`config.mk`:
```
export PLATFORM = sky130hd
export DESIGN_NAME = noise_gate
export DESIGN_NICKNAME = d
export VERILOG_FILES = /design/src/rtl/noise_gate.sv
export SDC_FILE = /design/constraint.sdc
export NUM_CORES = 2
export LEC_CHECK = 0
export CAP_MARGIN = 15
export CORE_ASPECT_RATIO = 1.25
export CORE_MARGIN = 5
export CORE_UTILIZATION = 54
export DETAILED_ROUTE_END_ITERATION = 16
export GPL_ROUTABILITY_DRIVEN = 0
export PLACE_DENSITY = 0.73
export REMOVE_ABC_BUFFERS = 1
export SYNTH_ARGS = -nofsm -noshare
export SYNTH_HDL_FRONTEND = slang
export SYNTH_SLANG_ARGS = --single-unit
export TNS_END_PERCENT = 20
```
`constraint.sdc`:
```
create_clock -name clk_in -period 18.83 [get_ports clk_in]
set_input_delay 5.649 -clock clk_in [delete_from_list [all_inputs] [get_ports clk_in]]
set_output_delay 5.649 -clock clk_in [all_outputs]
set_load 0.005 [all_outputs]
```
`src/rtl/noise_gate.sv`:
```
// -----------------------------------------------------------------------------
// noise_gate
//
// Stereo-linked noise gate / downward expander. A single gain, shared by both
// channels, is driven by the larger of the two channel magnitudes. The gain
// ramps up (attack) when the peak rises above the threshold. It stays at unity
// while the peak stays high and for a hold period after the peak drops. It then
// ramps down (release) to silence.
//
// Pipeline: edge E (sample_valid_in = 1) latches the dry pair and updates the
// FSM and gain. Edge E+1 registers the scaled wet pair and pulses
// sample_valid_out.
//
// Ports
//   clk_in           audio clock
//   rst_in           asynchronous, active-low reset
//   gate_enable      1 = gate active, 0 = bypass (wet = dry, FSM held CLOSED)
//   threshold        unsigned magnitude threshold; "above" is peak > threshold
//   attack_step      gain increment per sample in ATTACK (0 = jump to unity)
//   release_step     gain decrement per sample in RELEASE (0 = jump to zero)
//   hold_len         hold time in samples
//   sample_valid_in  one-cycle strobe qualifying data_dry_l / data_dry_r
//   data_dry_l/_r    signed dry samples
//   data_wet_l/_r    signed gated samples, held between strobes
//   sample_valid_out one-cycle strobe qualifying the wet samples
//   gate_open        1 while the FSM is in ATTACK, OPEN, HOLD or RELEASE
// -----------------------------------------------------------------------------
module noise_gate #(
    parameter int WIDTH  = 16,
    parameter int GAIN_W = 16
) (
    input  logic                     clk_in,
    input  logic                     rst_in,
    input  logic                     gate_enable,
    input  logic [WIDTH-1:0]         threshold,
    input  logic [GAIN_W-1:0]        attack_step,
    input  logic [GAIN_W-1:0]        release_step,
    input  logic [15:0]              hold_len,
    input  logic                     sample_valid_in,
    input  logic signed [WIDTH-1:0]  data_dry_l,
    input  logic signed [WIDTH-1:0]  data_dry_r,
    output logic signed [WIDTH-1:0]  data_wet_l,
    output logic signed [WIDTH-1:0]  data_wet_r,
    output logic                     sample_valid_out,
    output logic                     gate_open
);

    localparam logic [2:0] ST_CLOSED  = 3'd0;
    localparam logic [2:0] ST_ATTACK  = 3'd1;
    localparam logic [2:0] ST_OPEN    = 3'd2;
    localparam logic [2:0] ST_HOLD    = 3'd3;
    localparam logic [2:0] ST_RELEASE = 3'd4;

    localparam logic [GAIN_W-1:0] UNITY     = {1'b1, {(GAIN_W-1){1'b0}}};
    localparam logic [GAIN_W:0]   UNITY_EXT = {1'b0, UNITY};

    // Width of the signed product: dry sample times the zero-extended gain.
    localparam int PW = WIDTH + GAIN_W + 1;

    // -------------------------------------------------------------------------
    // Detector
    // -------------------------------------------------------------------------
    // |x| with the most negative code clamped to the most positive one, so the
    // magnitude always fits in WIDTH-1 bits of range.
    function automatic logic [WIDTH-1:0] sat_mag(input logic signed [WIDTH-1:0] x);
        if (x == {1'b1, {(WIDTH-1){1'b0}}}) begin
            sat_mag = {1'b0, {(WIDTH-1){1'b1}}};
        end else if (x[WIDTH-1]) begin
            sat_mag = -x;
        end else begin
            sat_mag = x;
        end
    endfunction

    logic [WIDTH-1:0] mag_l;
    logic [WIDTH-1:0] mag_r;
    logic [WIDTH-1:0] peak;
    logic             above;

    assign mag_l = sat_mag(data_dry_l);
    assign mag_r = sat_mag(data_dry_r);
    assign peak  = (mag_l > mag_r) ? mag_l : mag_r;
    assign above = (peak > threshold);

    // -------------------------------------------------------------------------
    // State
    // -------------------------------------------------------------------------
    logic [2:0]               state_q, state_d;
    logic [GAIN_W-1:0]        gain_q, gain_d;
    logic [15:0]              cnt_q, cnt_d;
    logic                     gate_open_q;
    logic signed [WIDTH-1:0]  dry_l_q, dry_r_q;
    logic                     bypass_q;
    logic                     pend_q;
    logic signed [WIDTH-1:0]  wet_l_q, wet_r_q;
    logic                     valid_out_q;

    // -------------------------------------------------------------------------
    // Gain ramps
    // -------------------------------------------------------------------------
    // The attack sum is one bit wider so a large step cannot wrap past unity.
    logic [GAIN_W:0]   att_sum;
    logic [GAIN_W-1:0] att_gain;
    logic [GAIN_W-1:0] rel_gain;
    logic [16:0]       cnt_inc;

    assign att_sum  = {1'b0, gain_q} + {1'b0, attack_step};
    assign att_gain = ((attack_step == '0) || (att_sum >= UNITY_EXT))
                      ? UNITY : att_sum[GAIN_W-1:0];
    assign rel_gain = ((release_step == '0) || (release_step >= gain_q))
                      ? '0 : (gain_q - release_step);
    assign cnt_inc  = {1'b0, cnt_q} + 17'd1;

    // -------------------------------------------------------------------------
    // FSM next state
    // -------------------------------------------------------------------------
    // NOTE: every output of this block is given a default first so that no
    // path leaves a variable unassigned, which would otherwise infer a latch.
    always_comb begin
        state_d = state_q;
        gain_d  = gain_q;
        cnt_d   = cnt_q;
        if (sample_valid_in) begin
            if (!gate_enable) begin
                state_d = ST_CLOSED;
                gain_d  = '0;
                cnt_d   = '0;
            end else begin
                case (state_q)
                    ST_CLOSED: begin
                        if (above) begin
                            gain_d  = att_gain;
                            state_d = (att_gain == UNITY) ? ST_OPEN : ST_ATTACK;
                        end
                    end
                    ST_ATTACK: begin
                        // Attack runs to completion regardless of the detector.
                        gain_d  = att_gain;
                        state_d = (att_gain == UNITY) ? ST_OPEN : ST_ATTACK;
                    end
                    ST_OPEN: begin
                        gain_d = UNITY;
                        cnt_d  = '0;
                        if (!above) begin
                            if (hold_len == 16'd0) begin
                                state_d = ST_RELEASE;
                            end else begin
                                state_d = ST_HOLD;
                                cnt_d   = 16'd1;
                            end
                        end
                    end
                    ST_HOLD: begin
                        gain_d = UNITY;
                        if (above) begin
                            state_d = ST_OPEN;
                            cnt_d   = '0;
                        end else if (cnt_inc >= {1'b0, hold_len}) begin
                            // ">=" keeps the hold finite if hold_len is lowered
                            // below the running count mid-hold.
                            state_d = ST_RELEASE;
                            cnt_d   = '0;
                        end else begin
                            cnt_d = cnt_inc[15:0];
                        end
                    end
                    ST_RELEASE: begin
                        if (above) begin
                            gain_d  = att_gain;
                            state_d = (att_gain == UNITY) ? ST_OPEN : ST_ATTACK;
                        end else begin
                            gain_d = rel_gain;
                            if (rel_gain == '0) begin
                                state_d = ST_CLOSED;
                            end
                        end
                    end
                    default: begin
                        state_d = ST_CLOSED;
                        gain_d  = '0;
                        cnt_d   = '0;
                    end
                endcase
            end
        end
    end

    // -------------------------------------------------------------------------
    // Edge E: FSM, gain, hold counter and dry-sample capture
    // -------------------------------------------------------------------------
    // NOTE: state registers use non-blocking assignments so every register
    // samples the pre-edge value of every other, independent of block order.
    always_ff @(posedge clk_in or negedge rst_in) begin
        if (!rst_in) begin
            state_q     <= ST_CLOSED;
            gain_q      <= '0;
            cnt_q       <= '0;
            gate_open_q <= 1'b0;
            dry_l_q     <= '0;
            dry_r_q     <= '0;
            bypass_q    <= 1'b0;
            pend_q      <= 1'b0;
        end else begin
            state_q     <= state_d;
            gain_q      <= gain_d;
            cnt_q       <= cnt_d;
            gate_open_q <= (state_d != ST_CLOSED);
            pend_q      <= sample_valid_in;
            if (sample_valid_in) begin
                dry_l_q  <= data_dry_l;
                dry_r_q  <= data_dry_r;
                bypass_q <= !gate_enable;
            end
        end
    end

    // -------------------------------------------------------------------------
    // Multiply: wet = (dry * {0, gain}) >>> (GAIN_W-1)
    // -------------------------------------------------------------------------
    // Both operands are extended to the full product width so the multiply is
    // exact; selecting bits [GAIN_W-1 +: WIDTH] is the arithmetic shift with
    // truncation toward -inf.
    logic signed [PW-1:0] gain_ext;
    logic signed [PW-1:0] prod_l;
    logic signed [PW-1:0] prod_r;

    assign gain_ext = $signed({{(WIDTH+1){1'b0}}, gain_q});
    assign prod_l   = $signed({{(GAIN_W+1){dry_l_q[WIDTH-1]}}, dry_l_q}) * gain_ext;
    assign prod_r   = $signed({{(GAIN_W+1){dry_r_q[WIDTH-1]}}, dry_r_q}) * gain_ext;

    // Discarded fraction and guard bits of the products.
    logic unused_prod_bits;
    assign unused_prod_bits = ^{prod_l[GAIN_W-2:0], prod_l[PW-1:PW-2],
                                prod_r[GAIN_W-2:0], prod_r[PW-1:PW-2]};

    // -------------------------------------------------------------------------
    // Edge E+1: wet output registers
    // -------------------------------------------------------------------------
    always_ff @(posedge clk_in or negedge rst_in) begin
        if (!rst_in) begin
            wet_l_q     <= '0;
            wet_r_q     <= '0;
            valid_out_q <= 1'b0;
        end else begin
            valid_out_q <= pend_q;
            if (pend_q) begin
                wet_l_q <= bypass_q ? dry_l_q : prod_l[GAIN_W-1 +: WIDTH];
                wet_r_q <= bypass_q ? dry_r_q : prod_r[GAIN_W-1 +: WIDTH];
            end
        end
    end

    assign data_wet_l       = wet_l_q;
    assign data_wet_r       = wet_r_q;
    assign sample_valid_out = valid_out_q;
    assign gate_open        = gate_open_q;

endmodule

```
==> flow_metrics.py <==
# Metrics from the implementation run
metrics = {
    "run_status": {
        "status": "completed",
    },
    "pwr": {
        "power_switching_mw": 1.368,
        "seq_power_share_pct": 14.7,
        "p_per_area_mw_per_mm2": 99.84,
        "p_leak_nw": 13.19,
        "swShare_pct": 51.86,
        "irDropWorstVdd_mv": 0.05460,
        "fin_total_pwr_mw": 2.638,
        "p_clk_share_pct": 8.2,
    },
    "min_path": {
        "worstHoldStart": "data_wet_l[10]$_DFFE_PN0P_",
        "whs_endpoint": "data_wet_l[10]$_DFFE_PN0P_",
        "hold_path.class": "flip-flop to flip-flop",
    },
    "logic_synthesis": {
        "syn_inst": 2810,
        "synthFlopType": "dfrtp_1",
        "ys_sh_simple_pct": 16.93,
        "ys_sh_adder_pct": 47.14,
        "synth-xor-area-share_pct": 3.767,
        "ys_sh_mux_pct": 2.491,
        "synthTopCellsByArea": "fa_1 (32%), ha_1 (15%), dfrtp_1 (11%), inv_1 (8.7%), nand2_1 (6.1%)",
        "aoi_share_pct": 8.353,
        "synthDistinctLibCells": 66,
        "yosysChipArea_mm2": 0.02441,
        "syn_avg_cell_area_um2": 8.688,
        "ys.flops": 103,
        "top_logic_kind": "adder cells",
    },
    "routing": {
        "routed_wl_um": 67710,
        "avgViaCountPerCell": 5.836,
        "drt_iter0_drc": 1338,
        "drc": 0,
        "dr.pass1.iters": 5,
    },
    "setup_path": {
        "startpoint_type": "input pin",
        "crit_start": "data_dry_l[0]",
        "critPathMaxFanout": 16,
        "reg2reg_from": "gain_q[6]$_DFFE_PN0P_",
        "path_delay_family": "simple AND/OR/NAND/NOR gates",
        "cp_num_buf_inv": 3,
        "crit_arrival_ns": 12.75,
        "reg2reg_to": "data_wet_l[13]$_DFFE_PN0P_",
        "critPathCaptureType": "flip-flop",
        "cp.required_ns": 19.13,
        "critical_path_class": "input pin to flip-flop",
        "rr_worst_depth": 24,
    },
    "job": {
        "warnings": 25,
        "max_cap_violations": 0,
    },
    "clock_network": {
        "path_clk_slew_ns": 0.08,
        "cts_tree": "done",
        "cts_htree_levels": 3,
        "cts_resized": 0,
        "cts_setup_buffers": 0,
        "cts_made_buffers": 9,
        "clockBufferDepth": 2,
        "cts.sinks": 103,
    },
    "final_layout": {
        "stdcell_count": 3427,
        "area_growth_pct": 8.230,
        "post_route_cells_drive_above_1_share_pct": 3.550,
        "lay_top_cells": "inv_1 (566), nand2_1 (400), fa_1 (388)",
    },
    "placement": {
        "dpl_worst_slack_ns": 6.056,
        "io_buffers": 133,
        "post-place-cells": 3407,
    },
    "floorplan": {
        "fp.coreArea_mm2": 0.04496,
        "fp-row-count": 87,
        "dieArea_mm2": 0.04959,
        "ioPinCount": 134,
    },
    "global_route": {
        "grt_max_degree": 63,
        "antenna_found_initial": 7,
        "grt_pass1_vias": 21660,
        "grt_pass1_wl_um": 110000,
        "grt.overflow.total": 0,
    },
    "sta": {
        "timing.fmax_ghz": 0.08027,
        "slew_headroom_pct": 21.13,
        "hold_viol_final": 0,
        "post-route-min-period_ns": 12.46,
        "fin_ws_ns": 6.373,
        "period_used_pct": 66.16,
        "tns_ns": 0,
    },
}
==> layout make-up <==
cell class / instances / area [µm²]
clock inverters: 7 / 88.84
diodes: 4 / 10.01
repair buffers: 151 / 1459
fillers: 3883 / 18530
clock buffers: 9 / 225.2
multi-input cells: 2009 / 19210
inverters: 566 / 2125
well taps: 578 / 723.2
flip-flops and latches: 103 / 2584
==> synthesized netlist by cell type (all sizes together), types with 26 or more instances <==
library cell and instances:
and2 185, inv 566, nand2b 40, fa 388
xnor2 58, nand2 400, a21o 34, ha 299
o21ai 69, nand4 26, clkbuf 125, nand3 27
xor2 47, a21oi 80, nor2 88, mux2 46
dfrtp 103
==> through the flow <==
stage / hold slack [ns] / area (µm²)
floorplan: 0.4742 / 23910
global placement: 0.4631 / 26100
detailed placement: 0.4981 / 26100
CTS: 0.5174 / 26410
global route: 0.5415 / 26420
finish: 0.5165 / 26420
==> worst max path at each step <==
stage / to / slack [ns] / cells past startpoint
after global routing: gain_q[12]$_DFFE_PN0P_ / 5.82 / 31
final: gain_q[14]$_DFFE_PN0P_ / 6.37 / 31
after detailed placement: gain_q[12]$_DFFE_PN0P_ / 6.06 / 31
after floorplan: cnt_q[7]$_DFFE_PN0P_ / 7.11 / 29
after CTS: gain_q[12]$_DFFE_PN0P_ / 6.48 / 31
after global placement: gain_q[5]$_DFFE_PN0P_ / 6.25 / 31
==> power by group through the flow <==
stage	combinational (mW)	clock [mW]	sequential, mW
6_report	2.03	0.216	0.389
4_1_cts	2.05	0.218	0.384
5_1_grt	2.33	0.226	0.394
2_1_floorplan	1.43	0	0.358
3_5_place_dp	2.03	0	0.388
3_3_place_gp	1.96	0	0.385
==> routing by layer <==
layer,track usage [%],share of wire (%)
met1,31.38,37
met2,49.95,50
met3,5.933,8.0
met4,13.67,5.3
met5,0,0.056
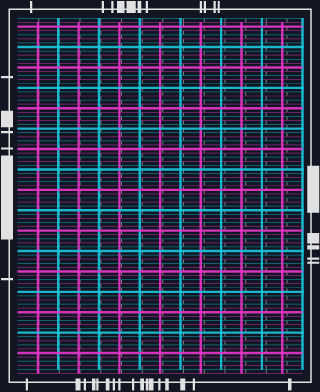
(power grid)
(1.5 px per µm) Pins as bars on the die edge. Tap cells in gray.
[magenta] VSS
[cyan] VDD
tap cells: 578
met4 straps: 14
met1 rails: 88
met5 straps: 17

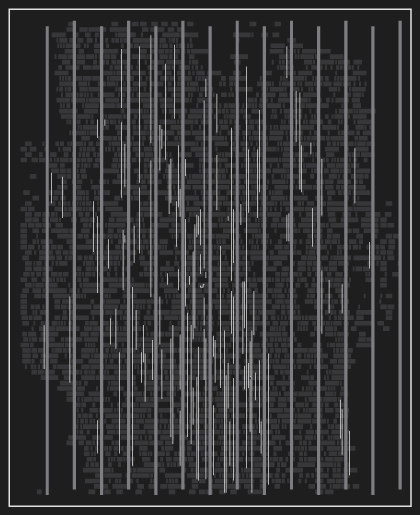
(signal wires on met4)
(2 px per µm) Supply wires on this layer in gray. Cells faint in the background.
longest straight run: 201 µm
wire length on this layer: 3560 µm
main direction: vertical

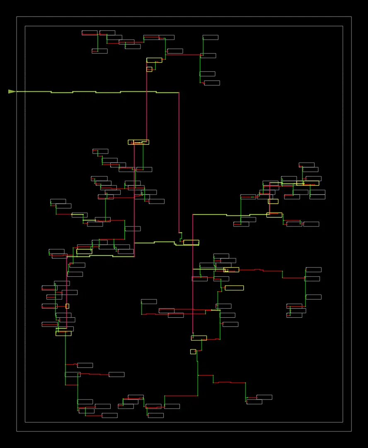
(the clock network)
clock buffers: 9
Worst Skew: 0.01993 ns

Power and IR drop assume default switching activity.
